### src/rtl/counter_strobe_multi_pipeline_if.sv
// Bus bundle for counter_strobe_multi_pipeline: per-channel controls in, strobes and status out.
// Optional feature macro: COUNTER_STROBE_TALLY_EN adds the per-channel 8-bit strobe tally.
interface counter_strobe_multi_pipeline_if #(
    parameter int WIDTH    = 16,
    parameter int CHANNELS = 4
);
    logic [CHANNELS-1:0]       enable;
    logic [CHANNELS-1:0]       load;
    logic [CHANNELS-1:0]       mode;
    logic [CHANNELS*WIDTH-1:0] reset_value;
    logic [CHANNELS-1:0]       strobe;
    logic [CHANNELS-1:0]       busy;
`ifdef COUNTER_STROBE_TALLY_EN
    logic [CHANNELS*8-1:0]     tally;

    modport master (output enable, load, mode, reset_value, input strobe, busy, tally);
    modport slave  (input enable, load, mode, reset_value, output strobe, busy, tally);
`else
    modport master (output enable, load, mode, reset_value, input strobe, busy);
    modport slave  (input enable, load, mode, reset_value, output strobe, busy);
`endif
endinterface

### src/rtl/counter_strobe_multi_pipeline.sv
// Multi-channel down-counter strobe generator with a chunked, pipelined-borrow counter per channel.
// Each channel strobes on the N-th enabled cycle after a load, periodically or once.
// Optional feature macro: COUNTER_STROBE_TALLY_EN adds a saturating 8-bit strobe tally per channel.
module counter_strobe_multi_pipeline #(
    parameter int WIDTH    = 16,
    parameter int LUT_SIZE = 4,
    parameter int CHANNELS = 4
) (
    input  logic                           clk,
    input  logic                           rst,
    counter_strobe_multi_pipeline_if.slave bus
);
    localparam int NCHUNK = (WIDTH + LUT_SIZE - 1) / LUT_SIZE;

    localparam logic [1:0] ST_IDLE = 2'd0;
    localparam logic [1:0] ST_RUN  = 2'd1;
    localparam logic [1:0] ST_DONE = 2'd2;

    logic [CHANNELS-1:0]   w_strobe;
    logic [CHANNELS-1:0]   w_busy;
`ifdef COUNTER_STROBE_TALLY_EN
    logic [CHANNELS*8-1:0] w_tally;
`endif

    for (genvar c = 0; c < CHANNELS; c++) begin : g_ch
        logic [1:0]        r_state;
        logic [WIDTH-1:0]  r_period;
        logic              r_oneshot;
        logic [WIDTH-1:0]  w_in;
        logic [WIDTH-1:0]  w_src;
        logic              w_load;
        logic              w_run;
        logic              w_c0_one;
        logic              w_prefire;
        logic              w_fire;
        logic              w_reload;
        logic              w_restart;
        // Decrement request into each chunk: bit 0 is the counted cycle, bit k is the borrow out of chunk k-1.
        logic [NCHUNK-1:0] w_bin;
        // Registered "chunk is zero" flags; chunk 0 is compared directly so its bit is tied high.
        logic [NCHUNK-1:0] w_zero;

        assign w_in      = bus.reset_value[c*WIDTH +: WIDTH];
        assign w_load    = rst | bus.load[c];
        assign w_run     = (r_state == ST_RUN);
        assign w_prefire = w_run & w_c0_one & (&w_zero);
        assign w_fire    = w_prefire & bus.enable[c] & ~rst;
        assign w_reload  = w_fire & ~r_oneshot;
        assign w_restart = w_load | w_reload;
        assign w_src     = w_load ? w_in : r_period;
        assign w_bin[0]  = w_run & bus.enable[c];

        // Capture period and mode on rst/load; a one-shot parks in DONE after its strobe.
        // NOTE: rst is simply a load of every channel, so period and mode take the input values rather than a fixed constant.
        always_ff @(posedge clk) begin
            if (rst || bus.load[c]) begin
                r_period  <= w_in;
                r_oneshot <= bus.mode[c];
                r_state   <= (w_in != '0) ? ST_RUN : ST_IDLE;
            end else if (w_fire && r_oneshot) begin
                r_state   <= ST_DONE;
            end
        end

        for (genvar k = 0; k < NCHUNK; k++) begin : g_chunk
            localparam int LO = k * LUT_SIZE;
            localparam int CW = (k == NCHUNK - 1) ? (WIDTH - LO) : LUT_SIZE;

            logic [CW-1:0] r_chunk;

            // Reload the chunk from the new or stored period, otherwise step it down on request.
            // NOTE: sequential state uses non-blocking assignments so every chunk sees the pre-edge values of its neighbours.
            always_ff @(posedge clk) begin
                if (w_restart) begin
                    r_chunk <= w_src[LO +: CW];
                end else if (w_bin[k]) begin
                    r_chunk <= r_chunk - CW'(1);
                end
            end

            if (k == 0) begin : g_low
                assign w_c0_one  = (r_chunk == CW'(1));
                assign w_zero[0] = 1'b1;
            end else begin : g_high
                logic r_zero;

                // Keep the zero flag aligned with the value the chunk holds after this edge.
                always_ff @(posedge clk) begin
                    if (w_restart) begin
                        r_zero <= (w_src[LO +: CW] == '0);
                    end else if (w_bin[k]) begin
                        r_zero <= (r_chunk == CW'(1));
                    end
                end

                assign w_zero[k] = r_zero;
            end

            if (k < NCHUNK - 1) begin : g_borrow
                logic r_bout;

                // Register the borrow so the next chunk decrements one cycle later.
                always_ff @(posedge clk) begin
                    if (w_restart) begin
                        r_bout <= 1'b0;
                    end else begin
                        r_bout <= w_bin[k] & (r_chunk == '0);
                    end
                end

                assign w_bin[k+1] = r_bout;
            end
        end

        assign w_strobe[c] = w_fire;
        assign w_busy[c]   = w_run & ~rst;

`ifdef COUNTER_STROBE_TALLY_EN
        logic [7:0] r_tally;

        // Count emitted strobes, saturating at 255; a load clears first, then counts a coincident strobe.
        always_ff @(posedge clk) begin
            if (w_load) begin
                r_tally <= {7'd0, w_fire};
            end else if (w_fire && (r_tally != 8'hFF)) begin
                r_tally <= r_tally + 8'd1;
            end
        end

        assign w_tally[c*8 +: 8] = rst ? 8'd0 : r_tally;
`endif
    end

    assign bus.strobe = w_strobe;
    assign bus.busy   = w_busy;
`ifdef COUNTER_STROBE_TALLY_EN
    assign bus.tally  = w_tally;
`endif

endmodule
### src/flat_wrapper.sv
// flat-port wrapper written by rule: the top's interface ports become plain ports
module counter_strobe_multi_pipeline_flat 
#(
    parameter int WIDTH    = 16,
    parameter int LUT_SIZE = 4,
    parameter int CHANNELS = 4
)
  (clk, rst, bus_enable, bus_load, bus_mode, bus_reset_value, bus_strobe, bus_busy);
  counter_strobe_multi_pipeline_if #(.WIDTH(WIDTH), .CHANNELS(CHANNELS)) bus_i ();
  input  logic clk;
  input  logic rst;
  input wire logic [$bits(bus_i.enable)-1:0] bus_enable;
  input wire logic [$bits(bus_i.load)-1:0] bus_load;
  input wire logic [$bits(bus_i.mode)-1:0] bus_mode;
  input wire logic [$bits(bus_i.reset_value)-1:0] bus_reset_value;
  output wire logic [$bits(bus_i.strobe)-1:0] bus_strobe;
  output wire logic [$bits(bus_i.busy)-1:0] bus_busy;
  assign bus_i.enable = bus_enable;
  assign bus_i.load = bus_load;
  assign bus_i.mode = bus_mode;
  assign bus_i.reset_value = bus_reset_value;
  assign bus_strobe = bus_i.strobe;
  assign bus_busy = bus_i.busy;
  counter_strobe_multi_pipeline #(.WIDTH(WIDTH), .LUT_SIZE(LUT_SIZE), .CHANNELS(CHANNELS)) u_core (.clk(clk), .rst(rst), .bus(bus_i));
endmodule
### config.mk
export PLATFORM = sky130hd
export DESIGN_NAME = counter_strobe_multi_pipeline_flat
export DESIGN_NICKNAME = d
export VERILOG_FILES = /design/src/rtl/counter_strobe_multi_pipeline_if.sv /design/src/rtl/counter_strobe_multi_pipeline.sv /design/src/flat_wrapper.sv
export SDC_FILE = /design/constraint.sdc
export NUM_CORES = 1
export LEC_CHECK = 0
export CAP_MARGIN = 20
export CORE_MARGIN = 10
export CORE_UTILIZATION = 50
export DETAILED_ROUTE_END_ITERATION = 10
export HOLD_SLACK_MARGIN = 0.1
export PLACE_DENSITY = 0.75
export SLEW_MARGIN = 20
export SYNTH_ARGS = -nofsm -noshare
export SYNTH_HDL_FRONTEND = slang
export SYNTH_SLANG_ARGS = --single-unit
### constraint.sdc
create_clock -name clk -period 2.7 [get_ports clk]
set_input_delay 0.405 -clock clk [delete_from_list [all_inputs] [get_ports clk]]
set_output_delay 0.405 -clock clk [all_outputs]
set_load 0.01 [all_outputs]
==> impl.org <==
#+TITLE: Flow metrics

** Logic synthesis
- Synthesis produced a netlist with a net count of 716.
- After synthesis the cells add up to 8428 µm².
- Grouping non-sequential cells by family puts the most area in multiplexers.
- In this run the mean area of a mapped cell was 14.19 µm².
- The area fraction of the largest cell type after synthesis is 54.16%.
- Most numerous cell types in the synthesized netlist :: sky130_fd_sc_hd__edfxtp_1, sky130_fd_sc_hd__mux2i_1, sky130_fd_sc_hd__ha_1, sky130_fd_sc_hd__inv_1, sky130_fd_sc_hd__nor4_1
- Summing the areas of all and, or, nand and nor instances in the mapped netlist gives 9.026% of the synthesized area.
- In the synthesized netlist, mux cells make up 18.05% of the area.
- Per the synthesis report, the AND-OR/OR-AND share of the synthesized area is 2.078%.
- After synthesis, the chip area reported by Yosys is 8428 µm².
- Counting flops and latches in the post-synthesis netlist gives 164.
- Summing the areas of all xor and xnor instances in the mapped netlist gives 3.325% of the synthesized area.

** Worst setup path
- STA classifies the critical path startpoint as a register.
- The worst register-to-register path ends at u_core.g_ch[1].g_chunk[0].r_chunk[2]$_DFFE_PP_.
- Setup slack on the worst reg-to-reg path comes out at 0.43 ns.
- OpenSTA lists the critical path startpoint as u_core.g_ch[1].g_chunk[0].r_chunk[1]$_DFFE_PP_.
- R2r startpoint :: u_core.g_ch[1].g_chunk[0].r_chunk[1]$_DFFE_PP_
- Worst Setup End Kind :: primary output
- The cell sequence reported for the critical path is inv_1 -> ha_1 -> nand4_1 -> nor4_2 -> buf_4 -> clkdlybuf4s50_1.
- The STA report counts the stages on the worst setup path as 6.
- WP buf/inv :: 3
- Critical path fanouts, max :: 3
- Slowest stage cell, crit path :: sky130_fd_sc_hd__clkdlybuf4s50_1
- STA puts the critical path data arrival time at 2.24 ns.

** Drt
- Number of search-and-repair iterations in the first detailed-routing pass :: 6
- The routed design shows a via density per instance of 5.330.
- Detailed-routed wire length on met2 :: 8.085 mm
- Final ANT Viol Nets :: 0
- In the post-route report, total wirelength is listed as 16.17 mm.
- The DRC violation total left in the routed layout is recorded as 0.
- In the detailed route, the total length drawn on met3 is 610 µm.

** Pwr
- Top contributor to total power :: sequential cells
- Power per unit of standard cell area :: 643.9 nW/µm²
- Part of the total power dissipated in sequential elements :: 49.9%
- In this run, the clock network consumes 36.3% of the power.
- Combinational logic power :: 0.000907 W
- Clock network power for this build is 0.00238 W.
- The power report lists cell-internal power as 0.004973 W.
- The script extracted a net switching power of 0.001593 W.
- Final Power :: 0.006565 W
- Gate power share :: 13.8%

** Min path
- Hold Crit Depth :: 2
- STA shows the worst min-delay path finishing at u_core.g_ch[0].g_chunk[1].g_borrow.r_bout$_SDFF_PP0_.
- Hold Crit Start :: u_core.g_ch[0].g_chunk[0].g_borrow.r_bout$_SDFF_PP0_

** Floorplan
- Starting utilization of the core area :: 51.00%
- After floorplanning, the core was sized to cover 16520 µm².
- I/O pin count :: 86
- Die span in x :: 149.8 µm
- Measured along the y axis, the die boundary spans 149.8 µm.
- Chip area :: 22450 µm²
- The floorplan has 47 rows.

** Final layout
- Cells fill 61.70% of the core in the end.
- For this run, the script counts the antenna cells in the layout as 0.
- Area of the multi-input gates :: 3313 µm²
- In the final layout, the fill cell count is 1254.
- In the final layout, the share of cells above drive strength 1 is 11.67%.
- The fraction of final cell area spent on non-clock buffers in this run is 10.46%.
- In the layout the commonest cells are sky130_fd_sc_hd__mux2i_1, sky130_fd_sc_hd__edfxtp_1, sky130_fd_sc_hd__clkdlybuf4s50_1.
- Looking at the area split, the leading class of cells is sequential cells.
- According to the finish report, the design has a final net count of 820.
- Multi-input combinational gate total :: 368

** Global routing
- For met1 alone, demand over resource in global routing was 17.70%.
- Pin count of the biggest net entering global routing :: 26
- Global Route met3 Usage :: 4.106%
- All-layer global routing usage :: 14.56%
- met2 is the most crowded layer.

** CTS
- The clock drives 164 sinks.
- Counting along the longest clock path gives a buffer depth of 2.
- Clock tree from TritonCTS :: yes
- In this run, post-CTS repair resized a total of 0 instances.
- The CTS report gives the tree buffer count as 17.

** Final timing
- Pins Over Slew Limit :: 0
- After layout, the worst setup slack is 0.05326 ns.
- For this run, the final setup violation count is recorded as 0.
- Across the routed clock network, the largest skew measured is 0.01102 ns.
- The final critical path takes up 98.03% of the cycle.
- Setup total negative slack on the finished layout was measured at 0 ns.

** Placement
- Post-Place Cell Area :: 9577 µm²
- Routability-driven placement finished with a final weighted congestion of 0.8194.
- Worst setup timing slack at the placement stage :: -0.1783 ns
- In this run, placement finished with an instance count of 898.
- During placement, the flow inserted port buffers numbering 85.

** Run
- Total of max-cap violations :: 0
- Tool warnings :: 54

** Status
- Status :: finished clean
placed.png
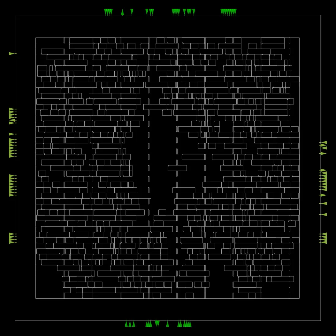
sequential cell count: 164
number of tapcells: 220

layers.png
Scale bar: 50 µm.
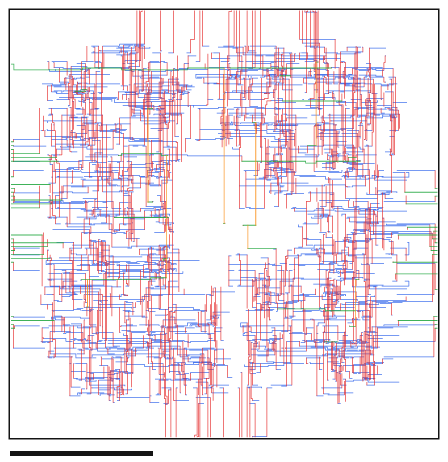
[blue] M1 | wire length: 7240 µm
[orange] M4 | wire length: 229 µm
[red] M2 | wire length: 8090 µm
[green] M3 | wire length: 611 µm

m4.png
Scale bar: 50 µm.
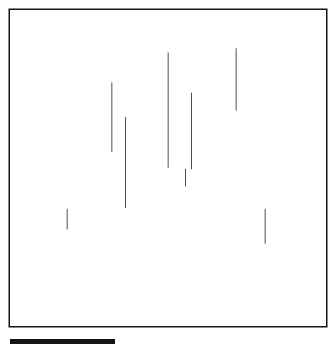
main direction: vertical
wire length on this layer: 229 µm

Power is estimated from default activity; no workload was simulated.
